Power grid:
Pins as bars on the die edge.
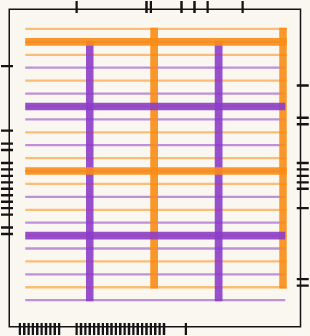
Placement by cell class:
The bar under the picture is 20 um long.
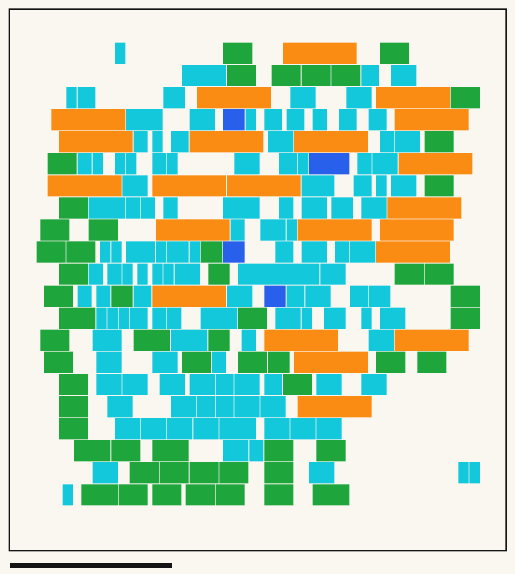
Clock distribution:
The bar under the picture is 20 um long.
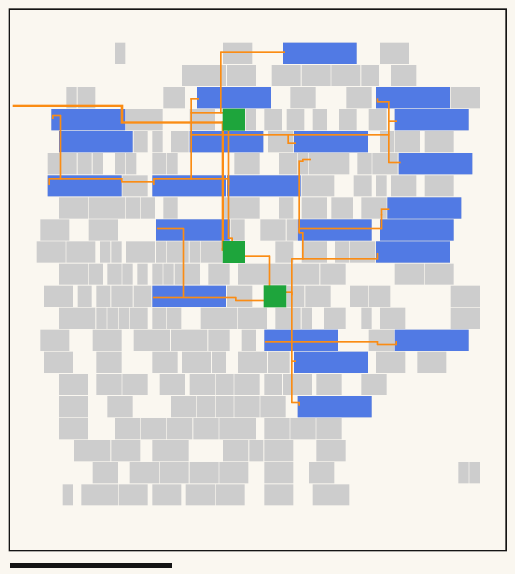
Signal wires by layer:
Only two layers are drawn.
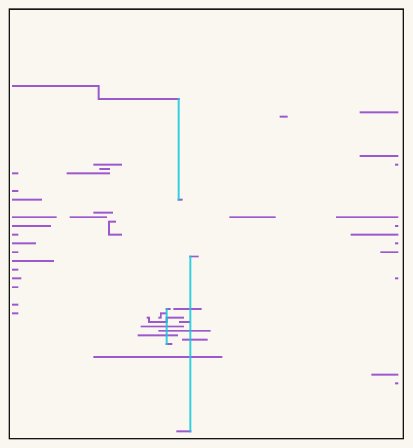
File: src/rtl/hazard_ctrl.sv
// hazard_ctrl: stall/flush sequencing around execute plus ALU operand forwarding selects.
// Latency: stalls, forwarding and load-use response are combinational; the branch flush starts the cycle after branch_taken_e.
// Backpressure: a data-memory wait (req & !ready) holds all four pipeline stages until ready returns.
//
// Ports: clk/rst (async, active-high); decode/execute/memory/writeback register addresses and
// write enables; mem_to_reg_e, branch_taken_e, mem_req_m/mem_ready_m in. stall_f/d/e/m,
// flush_d/e, fwd_a_e/fwd_b_e, state and the saturating stall_cycles counter out.
// Build option: define HAZARD_FORWARD_EN to enable operand forwarding. When it is not defined,
// any decode source matching a writing destination stalls instead.
module hazard_ctrl #(
  parameter int REG_BITS     = 4,
  parameter int FLUSH_CYCLES = 2
) (
  input  logic                clk,
  input  logic                rst,
  input  logic [REG_BITS-1:0] ra1_d,
  input  logic [REG_BITS-1:0] ra2_d,
  input  logic [REG_BITS-1:0] ra1_e,
  input  logic [REG_BITS-1:0] ra2_e,
  input  logic [REG_BITS-1:0] wa_e,
  input  logic [REG_BITS-1:0] wa_m,
  input  logic [REG_BITS-1:0] wa_w,
  input  logic                reg_write_e,
  input  logic                reg_write_m,
  input  logic                reg_write_w,
  input  logic                mem_to_reg_e,
  input  logic                branch_taken_e,
  input  logic                mem_req_m,
  input  logic                mem_ready_m,
  output logic                stall_f,
  output logic                stall_d,
  output logic                stall_e,
  output logic                stall_m,
  output logic                flush_d,
  output logic                flush_e,
  output logic [1:0]          fwd_a_e,
  output logic [1:0]          fwd_b_e,
  output logic [1:0]          state,
  output logic [15:0]         stall_cycles
);

  localparam logic [1:0] S_RUN      = 2'b00;
  localparam logic [1:0] S_MEM_WAIT = 2'b01;
  localparam logic [1:0] S_BR_FLUSH = 2'b10;

  localparam int CW = 3;
  localparam logic [CW-1:0] CNT_LOAD = CW'(FLUSH_CYCLES - 1);

  logic [1:0]    state_q, state_nxt;
  logic          pend_q, pend_nxt;
  logic [CW-1:0] cnt_q, cnt_nxt;
  logic          mem_block;
  logic          data_hazard;
  logic          s_f, s_d, s_e, s_m, f_d, f_e;

  assign mem_block = mem_req_m & ~mem_ready_m;

`ifdef HAZARD_FORWARD_EN
  // Only a load in execute cannot be forwarded in time.
  assign data_hazard = mem_to_reg_e & reg_write_e & ((wa_e == ra1_d) | (wa_e == ra2_d));

  function automatic logic [1:0] fwd_sel(input logic [REG_BITS-1:0] ra);
    if (reg_write_m && wa_m == ra)      fwd_sel = 2'b10;
    else if (reg_write_w && wa_w == ra) fwd_sel = 2'b01;
    else                                fwd_sel = 2'b00;
  endfunction

  assign fwd_a_e = rst ? 2'b00 : fwd_sel(ra1_e);
  assign fwd_b_e = rst ? 2'b00 : fwd_sel(ra2_e);
`else
  // Without forwarding, any in-flight producer of a decode source must drain first.
  assign data_hazard = (reg_write_e & ((wa_e == ra1_d) | (wa_e == ra2_d)))
                     | (reg_write_m & ((wa_m == ra1_d) | (wa_m == ra2_d)))
                     | (reg_write_w & ((wa_w == ra1_d) | (wa_w == ra2_d)));

  logic unused_fwd_inputs;
  assign unused_fwd_inputs = ^{ra1_e, ra2_e, mem_to_reg_e};

  assign fwd_a_e = 2'b00;
  assign fwd_b_e = 2'b00;
`endif

  always_comb begin
    state_nxt = state_q;
    pend_nxt  = pend_q;
    cnt_nxt   = cnt_q;
    s_f = 1'b0; s_d = 1'b0; s_e = 1'b0; s_m = 1'b0;
    f_d = 1'b0; f_e = 1'b0;
    case (state_q)
      S_RUN: begin
        if (mem_block) begin
          // Stall in the entry cycle itself; a branch seen now must survive the wait.
          {s_f, s_d, s_e, s_m} = 4'b1111;
          state_nxt = S_MEM_WAIT;
          pend_nxt  = branch_taken_e;
        end else if (branch_taken_e) begin
          state_nxt = S_BR_FLUSH;
          cnt_nxt   = CNT_LOAD;
        end else if (data_hazard) begin
          s_f = 1'b1;
          s_d = 1'b1;
          f_e = 1'b1;
        end
      end
      S_MEM_WAIT: begin
        if (!mem_ready_m) begin
          {s_f, s_d, s_e, s_m} = 4'b1111;
          if (branch_taken_e) pend_nxt = 1'b1;
        end else if (pend_q || branch_taken_e) begin
          state_nxt = S_BR_FLUSH;
          cnt_nxt   = CNT_LOAD;
          pend_nxt  = 1'b0;
        end else begin
          state_nxt = S_RUN;
        end
      end
      S_BR_FLUSH: begin
        f_d = 1'b1;
        f_e = 1'b1;
        if (cnt_q == '0) state_nxt = S_RUN;
        else             cnt_nxt   = cnt_q - 1'b1;
      end
      default: state_nxt = S_RUN;
    endcase
  end

  // Reset must silence the combinational paths, not just the registered state.
  assign stall_f = s_f & ~rst;
  assign stall_d = s_d & ~rst;
  assign stall_e = s_e & ~rst;
  assign stall_m = s_m & ~rst;
  assign flush_d = f_d & ~rst;
  assign flush_e = f_e & ~rst;
  assign state   = state_q;

  always_ff @(posedge clk or posedge rst) begin
    if (rst) begin
      state_q      <= S_RUN;
      pend_q       <= 1'b0;
      cnt_q        <= '0;
      stall_cycles <= '0;
    end else begin
      state_q <= state_nxt;
      pend_q  <= pend_nxt;
      cnt_q   <= cnt_nxt;
      if (stall_f && stall_cycles != 16'hFFFF)
        stall_cycles <= stall_cycles + 16'd1;
    end
  end

endmodule

File: config.mk
export PLATFORM = sky130hd
export DESIGN_NAME = hazard_ctrl
export DESIGN_NICKNAME = d
export VERILOG_FILES = /design/src/rtl/hazard_ctrl.sv
export SDC_FILE = /design/constraint.sdc
export NUM_CORES = 1
export LEC_CHECK = 0
export CORE_ASPECT_RATIO = 1.1
export CORE_MARGIN = 3
export CORE_UTILIZATION = 45
export CTS_CLUSTER_SIZE = 20
export DETAILED_ROUTE_END_ITERATION = 6
export HOLD_SLACK_MARGIN = 0.1
export PLACE_DENSITY = 0.85
export REMOVE_ABC_BUFFERS = 1
export SYNTH_ARGS = -nofsm -noshare
export SYNTH_HDL_FRONTEND = slang
export SYNTH_SLANG_ARGS = --single-unit
export TNS_END_PERCENT = 100
File: constraint.sdc
create_clock -name clk -period 3.37 [get_ports clk]
set_input_delay 0.674 -clock clk [delete_from_list [all_inputs] [get_ports clk]]
set_output_delay 0.674 -clock clk [all_outputs]
set_load 0.005 [all_outputs]
==> Changelog: implementation <==
## Implementation

* Outcome: finished, violations left
* Failing checks: setup timing
* Number of global-route vias before repair at approximately 1300
* Async set or reset register ratio after synthesis at 100.0%
* Drt total wl at ~3700 um
* Ao+oa area frac at under 10%
* Core ar. at between 3000 and 4000 um^2
* Flops after synth at 22
* Avg WL per Cell at between 15 and 20 um
* Min-Delay Endpoint: stall_cycles[11]$_DFFE_PP0P_
* Top logic family: XOR/XNOR gates
* Net Sw Frac at between 30 and 40%
* Fa+ha+maj area frac at under 10%
* WHS Path Cells at 1
* Initial Util at about 48%
* Hold Startpoint: stall_cycles[11]$_DFFE_PP0P_
* Final setup vio count at 2
* GRT Residual Overflow at 0
* R2r setup slk at about 1.4 ns
* Setup ws final at -0.04583 ns
* Cell Chain, Critical Path: clkdlybuf4s50_1, xor2_1, nor4_1, o21ai_1, nand3_1, a41o_1, clkdlybuf4s50_1
* Post-synth mux share at around 1%
* Reg2Reg Capture Point: stall_cycles[1]$_DFFE_PP0P_
* Worst path bufs/invs at 2
* Number of enable flip-flop cells at 0
* Top cells by count, synth: xor2_1 (24), dfrtp_1 (22), xnor2_1 (15)
* Pwr top: combinational logic
* Clock tree root buffer cell: clkbuf_4
* Cell Type Count at 35
* Total GRT Usage at a little under a fifth
* Worst path most repeated cell: clkdlybuf4s50_1
* # hold bufs at CTS at 0
* Clock power share at 16.7%
* Yosys synthesis chip area at about 1500 um^2
* Cells after Synth at roughly 150
* Critical path's top delay family: buffers and inverters
* Finished Cell Area at ~2100 um^2
* Worst EP arrival at between 2 and 3 ns
* Antenna cells at 0
* Commonest Layout Cell: clkdlybuf4s50_1
* Die height at approximately 67 um
* Layout Utilization at around two thirds
* H-tree depth at 1
* Synthesis-to-finish area growth at 39.45%
* Initial antenna violation count at 0
* Pwr Density at about 420 nW/um^2
* Vias at around 1300
* Log Warnings at 35
* Fillers at ~260
* Origin of the critical flop-to-flop path: stall_cycles[10]$_DFFE_PP0P_
* Logic area at 865.8 um^2
* Final worst path period need at between 3 and 4 ns
* Comb. pwr at 0.377 mW
* Worst Reg2Reg Path Length in Cells at 5
* Clock Sinks at 22
* Worst VDD drop at roughly 0.33 mV
* GP Congestion at around 0.83
* Seq share, synth at between 30% and 40%
* Sequential fraction of design power at 40.6%
* Max Fclk at between 0.2 and 0.3 GHz
* Final Hold Vio Count at 0
* CP startpoint kind: input port
* Worst Skew at between 0.003 and 0.004 ns
* CP peak stage delay at 0.51 ns
Notes on 'power grid' above:
Key: VSS = purple; VDD = orange
4 straps on met4. 4 straps on met5. 65 signal pins sit on the boundary. 22 met1 rails follow the rows. The core has 21 rows.

Notes on 'placement by cell class' above:
Key: other buffers and delay cells = green [cells 56]; clock drivers and dummy loads = blue [cells 4]; flip-flops = orange [cells 22]; all other logic = cyan [cells 127]

Notes on 'clock distribution' above:
Key: flip-flops = blue [count 22]; cells driving clock nets = green [count 3]; clock wires = orange [length 277 um]
There are 4 routed clock nets.

Notes on 'signal wires by layer' above:
Key: met3 = purple [wire length 192 um]; met4 = cyan [wire length 48.3 um]

## area by class of cell
type	count	area share, %
multi-input combinational	118	41.39
timing repair buffer	56	26.91
sequential	22	26.32
tap	34	2.033
clock buffer	4	1.734
inverter	9	1.615
## flip-flops by register name (all words and copies together), names as in the netlist
name,flops
cnt_q,3
state,2
stall_cycles,16
pend_q,1
## metrics by stage
stage	instances	setup TNS (ns)	hold slack, ns
floorplan	149	0	0.4591
global placement	236	0	0.4729
detailed placement	236	0	0.4824
CTS	240	0	0.5036
global route	243	-0.1662	0.5235
finish	243	-0.08494	0.5048
## metal layers
layer | vias to the layer above | track usage, % | wire (um)
li1 | 638 | - | -
met1 | 628 | 22.75 | 1483
met2 | 64 | 32.28 | 1981
met3 | 6 | 3.488 | 191
met4 | 0 | 5.691 | 48
met5 | - | 0 | 0
Power figures rest on the tool's default switching activity, not on a simulated workload.
